===== src/rtl/seg_pkg.sv =====
// Shared definitions for the seven-segment scan path: digit geometry,
// anode decoding and the leading-zero blanking rule.
package seg_pkg;

  localparam int NUM_DIGITS = 4;
  localparam int SEL_W      = 2;
  localparam int NIB_W      = 4;
  localparam int WORD_W     = 16;

  typedef logic [NIB_W-1:0]      nibble_t;
  typedef logic [SEL_W-1:0]      sel_t;
  typedef logic [NUM_DIGITS-1:0] an_t;
  typedef logic [WORD_W-1:0]     word_t;

  localparam an_t AN_OFF = '1;

  // Active-low one-hot anode pattern for the selected digit.
  function automatic an_t an_decode(input sel_t sel);
    return ~(an_t'(1) << sel);
  endfunction

  // Digit s is a leading zero when it and every more-significant nibble
  // are zero. Digit 0 always shows so a zero word still reads "0".
  function automatic logic lz_blank(input word_t w, input sel_t s);
    logic all_zero;
    all_zero = 1'b1;
    for (int k = 0; k < NUM_DIGITS; k++) begin
      if (k >= int'(s) && w[k*NIB_W +: NIB_W] != '0) all_zero = 1'b0;
    end
    return (s != '0) && all_zero;
  endfunction

endpackage


===== src/rtl/seg_scan_ctrl_if.sv =====
// Control/data bundle between the word source and the scan controller.
// master drives the word and controls; slave is the scan controller.
interface seg_scan_ctrl_if;
  import seg_pkg::*;

  logic    en;
  logic    load;
  word_t   data_in;
  logic    lz_en;
  nibble_t d0, d1, d2, d3;
  sel_t    sel;
  an_t     an;
  logic    frame_done;

  modport master (
    output en, load, data_in, lz_en,
    input  d0, d1, d2, d3, sel, an, frame_done
  );

  modport slave (
    input  en, load, data_in, lz_en,
    output d0, d1, d2, d3, sel, an, frame_done
  );
endinterface


===== src/rtl/seg_prescaler.sv =====
// Slot prescaler: counts 0..TICK_DIV-1 while enabled and flags the last
// count of each slot. Holds its count while disabled.
module seg_prescaler #(
  parameter int TICK_DIV = 100000,
  parameter int CNT_W    = $clog2(TICK_DIV)
) (
  input  logic             clk,
  input  logic             rst_n,
  input  logic             en,
  output logic [CNT_W-1:0] cnt,
  output logic             tick
);

  logic [CNT_W-1:0] cnt_q, cnt_d;

  // Tick only while running so a frozen count at the top never re-fires.
  always_comb begin
    tick  = en && (cnt_q == CNT_W'(TICK_DIV - 1));
    cnt_d = cnt_q;
    if (en) cnt_d = tick ? '0 : cnt_q + CNT_W'(1);
  end

  // Count register.
  always_ff @(posedge clk or negedge rst_n) begin
    if (!rst_n) cnt_q <= '0;
    else        cnt_q <= cnt_d;
  end

  assign cnt = cnt_q;

endmodule


===== src/rtl/seg_scan_ctrl.sv =====
// Four-digit seven-segment scan controller. Latches a display word,
// swaps it in only at frame wrap (tear-free), drives the digit mux select
// and the matching active-low anodes with slot-start blanking and optional
// leading-zero suppression. All outputs come straight from flops.
module seg_scan_ctrl
  import seg_pkg::*;
#(
  parameter int TICK_DIV  = 100000,
  parameter int BLANK_CYC = 16
) (
  input  logic           clk,
  input  logic           rst_n,
  seg_scan_ctrl_if.slave bus
);

  localparam int CNT_W = $clog2(TICK_DIV);

  logic [CNT_W-1:0] cnt;
  logic             tick;

  seg_prescaler #(.TICK_DIV(TICK_DIV), .CNT_W(CNT_W)) u_pre (
    .clk   (clk),
    .rst_n (rst_n),
    .en    (bus.en),
    .cnt   (cnt),
    .tick  (tick)
  );

  sel_t  sel_q, sel_d;
  word_t pend_q, pend_d;
  word_t disp_q, disp_d;
  logic  pend_v_q, pend_v_d;
  an_t   an_q, an_d;
  logic  fd_q, fd_d;
  logic  wrap;
  logic  slot_blank;

  // Next-state for select, word registers and frame pulse.
  always_comb begin
    wrap     = tick && (sel_q == sel_t'(NUM_DIGITS - 1));
    sel_d    = tick ? sel_q + sel_t'(1) : sel_q;
    pend_d   = pend_q;
    disp_d   = disp_q;
    pend_v_d = pend_v_q;
    // Swap first, then a coincident load refills pend for the next frame.
    if (wrap && pend_v_q) begin
      disp_d   = pend_q;
      pend_v_d = 1'b0;
    end
    if (bus.load) begin
      pend_d   = bus.data_in;
      pend_v_d = 1'b1;
    end
    fd_d = wrap;
  end

  // Anodes are computed from next-state cnt/sel/disp so the new select and
  // its first anode value land on the same edge.
  always_comb begin
    slot_blank = 1'b0;
    if (tick) slot_blank = (BLANK_CYC > 0);
    else      slot_blank = (int'(cnt) + 1) < BLANK_CYC;
    an_d = an_decode(sel_d);
    if (!bus.en || slot_blank || (bus.lz_en && lz_blank(disp_d, sel_d)))
      an_d = AN_OFF;
  end

  // State and output registers.
  always_ff @(posedge clk or negedge rst_n) begin
    if (!rst_n) begin
      sel_q    <= '0;
      pend_q   <= '0;
      disp_q   <= '0;
      pend_v_q <= 1'b0;
      an_q     <= AN_OFF;
      fd_q     <= 1'b0;
    end else begin
      sel_q    <= sel_d;
      pend_q   <= pend_d;
      disp_q   <= disp_d;
      pend_v_q <= pend_v_d;
      an_q     <= an_d;
      fd_q     <= fd_d;
    end
  end

  assign bus.d0         = disp_q[3:0];
  assign bus.d1         = disp_q[7:4];
  assign bus.d2         = disp_q[11:8];
  assign bus.d3         = disp_q[15:12];
  assign bus.sel        = sel_q;
  assign bus.an         = an_q;
  assign bus.frame_done = fd_q;

endmodule


===== src/flat_wrapper.sv =====
// flat-port wrapper written by rule: the top's interface ports become plain ports
module seg_scan_ctrl_flat import seg_pkg::*;
#(
  parameter int TICK_DIV  = 100000,
  parameter int BLANK_CYC = 16
)
  (clk, rst_n, bus_en, bus_load, bus_data_in, bus_lz_en, bus_d0, bus_d1, bus_d2, bus_d3, bus_sel, bus_an, bus_frame_done);
  seg_scan_ctrl_if bus_i ();
  input  logic clk;
  input  logic rst_n;
  input wire logic [$bits(bus_i.en)-1:0] bus_en;
  input wire logic [$bits(bus_i.load)-1:0] bus_load;
  input wire logic [$bits(bus_i.data_in)-1:0] bus_data_in;
  input wire logic [$bits(bus_i.lz_en)-1:0] bus_lz_en;
  output wire logic [$bits(bus_i.d0)-1:0] bus_d0;
  output wire logic [$bits(bus_i.d1)-1:0] bus_d1;
  output wire logic [$bits(bus_i.d2)-1:0] bus_d2;
  output wire logic [$bits(bus_i.d3)-1:0] bus_d3;
  output wire logic [$bits(bus_i.sel)-1:0] bus_sel;
  output wire logic [$bits(bus_i.an)-1:0] bus_an;
  output wire logic [$bits(bus_i.frame_done)-1:0] bus_frame_done;
  assign bus_i.en = bus_en;
  assign bus_i.load = bus_load;
  assign bus_i.data_in = bus_data_in;
  assign bus_i.lz_en = bus_lz_en;
  assign bus_d0 = bus_i.d0;
  assign bus_d1 = bus_i.d1;
  assign bus_d2 = bus_i.d2;
  assign bus_d3 = bus_i.d3;
  assign bus_sel = bus_i.sel;
  assign bus_an = bus_i.an;
  assign bus_frame_done = bus_i.frame_done;
  seg_scan_ctrl #(.TICK_DIV(TICK_DIV), .BLANK_CYC(BLANK_CYC)) u_core (.clk(clk), .rst_n(rst_n), .bus(bus_i));
endmodule

===== config.mk =====
export PLATFORM = sky130hd
export DESIGN_NAME = seg_scan_ctrl_flat
export DESIGN_NICKNAME = d
export VERILOG_FILES = /design/src/rtl/seg_pkg.sv /design/src/rtl/seg_scan_ctrl_if.sv /design/src/rtl/seg_prescaler.sv /design/src/rtl/seg_scan_ctrl.sv /design/src/flat_wrapper.sv
export SDC_FILE = /design/constraint.sdc
export NUM_CORES = 1
export LEC_CHECK = 0
export ABC_AREA = 0
export CELL_PAD_IN_SITES_DETAIL_PLACEMENT = 0
export CELL_PAD_IN_SITES_GLOBAL_PLACEMENT = 2
export CORE_ASPECT_RATIO = 1.5
export CORE_UTILIZATION = 32
export DETAILED_ROUTE_END_ITERATION = 8
export PLACE_DENSITY_LB_ADDON = 0.1
export SYNTH_ARGS = -nofsm -noshare
export SYNTH_HDL_FRONTEND = slang
export SYNTH_SLANG_ARGS = --single-unit
export TNS_END_PERCENT = 5

===== constraint.sdc =====
create_clock -name clk -period 2.8 [get_ports clk]
set_input_delay 0.7 -clock clk [delete_from_list [all_inputs] [get_ports clk]]
set_output_delay 0.7 -clock clk [all_outputs]
set_load 0.02 [all_outputs]

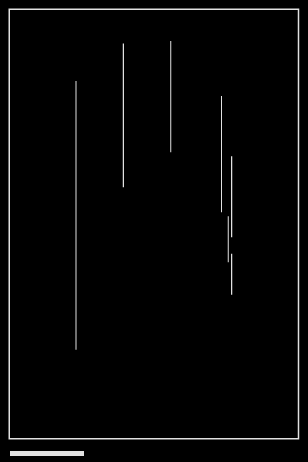
(M4 wires)
The bar under the picture is 20 um long.
nets with wire on the layer: 7
longest straight run: 72.8 um
share of all routed wire: 3.2%

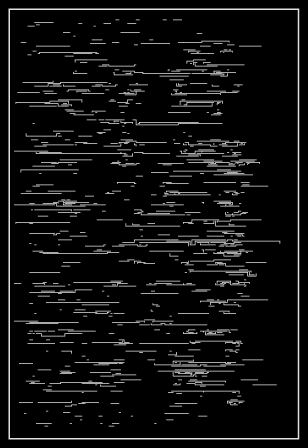
(metal 1)
longest straight run: 24.4 um
main direction: horizontal
wire length on this layer: 2590 um

==> metrics.csv <==
stage;metric;value;unit
synthesis;synth_cells;243;
run;drv_cap;0;
layout;most_frequent_logic_cells_in_the_routed_design;sky130_fd_sc_hd__dfrtp_1 (53), sky130_fd_sc_hd__clkdlybuf4s50_1 (42), sky130_fd_sc_hd__mux2_2 (32), sky130_fd_sc_hd__buf_4 (23), sky130_fd_sc_hd__nand2_1 (19);
min_path;worstHoldPathType;in -> async;
synthesis;yosys.area.top_type;sky130_fd_sc_hd__dfrtp_1;
synthesis;ff_type;sky130_fd_sc_hd__dfrtp_1;
power;vdd_drop_max;0.438;mV
detailed_routing;detail_route.drc_violations;0;
clock_network;clkTransAtPathRegs;50;ps
synthesis;yosysSeqAreaShare;0.513;
outcome;status;finished clean;
global_routing;globalRoute.busiestLayer;met2;
global_routing;global_route.usage.total;0.169;
timing;fmax;0.375;GHz
global_routing;wire_length_of_the_first_global_routing_pass;11300;um
layout;utilization;0.453;
synthesis;synthMostInstantiatedCell;sky130_fd_sc_hd__dfrtp_1;
timing;hold-worst-slack;393;ps
power;p_int;1840;uW
clock_network;tritoncts;done;
global_routing;grt_remaining_overflow;0;
power;clk-power;1170;uW
timing;grt_setup_unrepaired;no;
worst_setup_path;timing.critical_path.buf_inv;0;
worst_setup_path;timing.critical_path.max_delay_family;simple AND/OR/NAND/NOR gates;
floorplan;die_height;116;um
synthesis;area_leaders;sky130_fd_sc_hd__dfrtp_1 (48%), sky130_fd_sc_hd__mux2_2 (13%), sky130_fd_sc_hd__dfstp_2 (3.8%);
power;p_seq_frac;0.401;
worst_setup_path;worst_path_required_time;3030;ps
worst_setup_path;crit_chain;or4b_4 > nor4_4 > nand4_4 > mux2_4 > o311ai_4 > a21oi_1 > or4_1;
worst_setup_path;ff2ff_setup_slack;130;ps
floorplan;coreArea;8410;um^2
detailed_routing;top_signal_layer_used;met4;
layout;final-instance-count-excl-fill;419;
layout;final-clk-cell-share;0.0845;
layout;sh_comb_area;0.336;
placed_design;detailed_place_hpwl;5030;um
layout;nNetsFinal;330;
synthesis;synthTopLogicFamily;simple AND/OR/NAND/NOR gates;
timing;slew-limit-headroom;0.583;
layout;flop-count;57;
placed_design;port_buffers;43;
placed_design;gp_congestion;0.791;
clock_network;postCtsHoldBufs;0;
layout;final_cell_area;3810;um^2
global_routing;grt_antenna_before_repair;0;
synthesis;synth.area.mux_share;0.154;
layout;areaGrowthSynthToFinish;36.4;%
worst_setup_path;number_of_cells_traversed_by_the_worst_register_to_register_path;7;
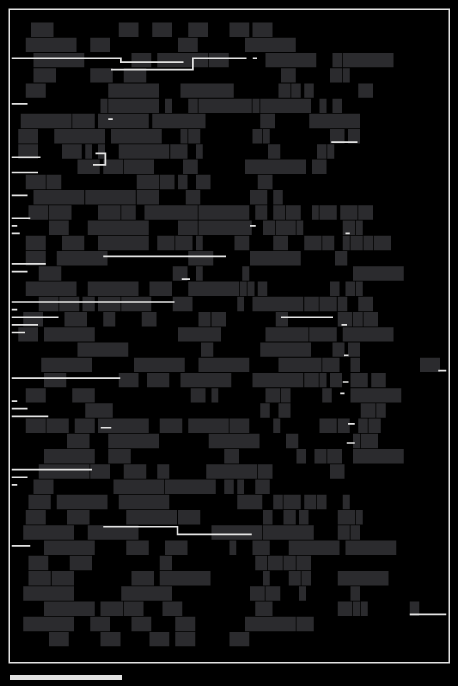
(the metal 3 layer)
The bar under the picture is 20 um long.
share of all routed wire: 3.8%
longest straight run: 28.8 um
nets with wire on the layer: 33
main direction: horizontal
wire length on this layer: 261 um

Power figures rest on the tool's default switching activity, not on a simulated workload.
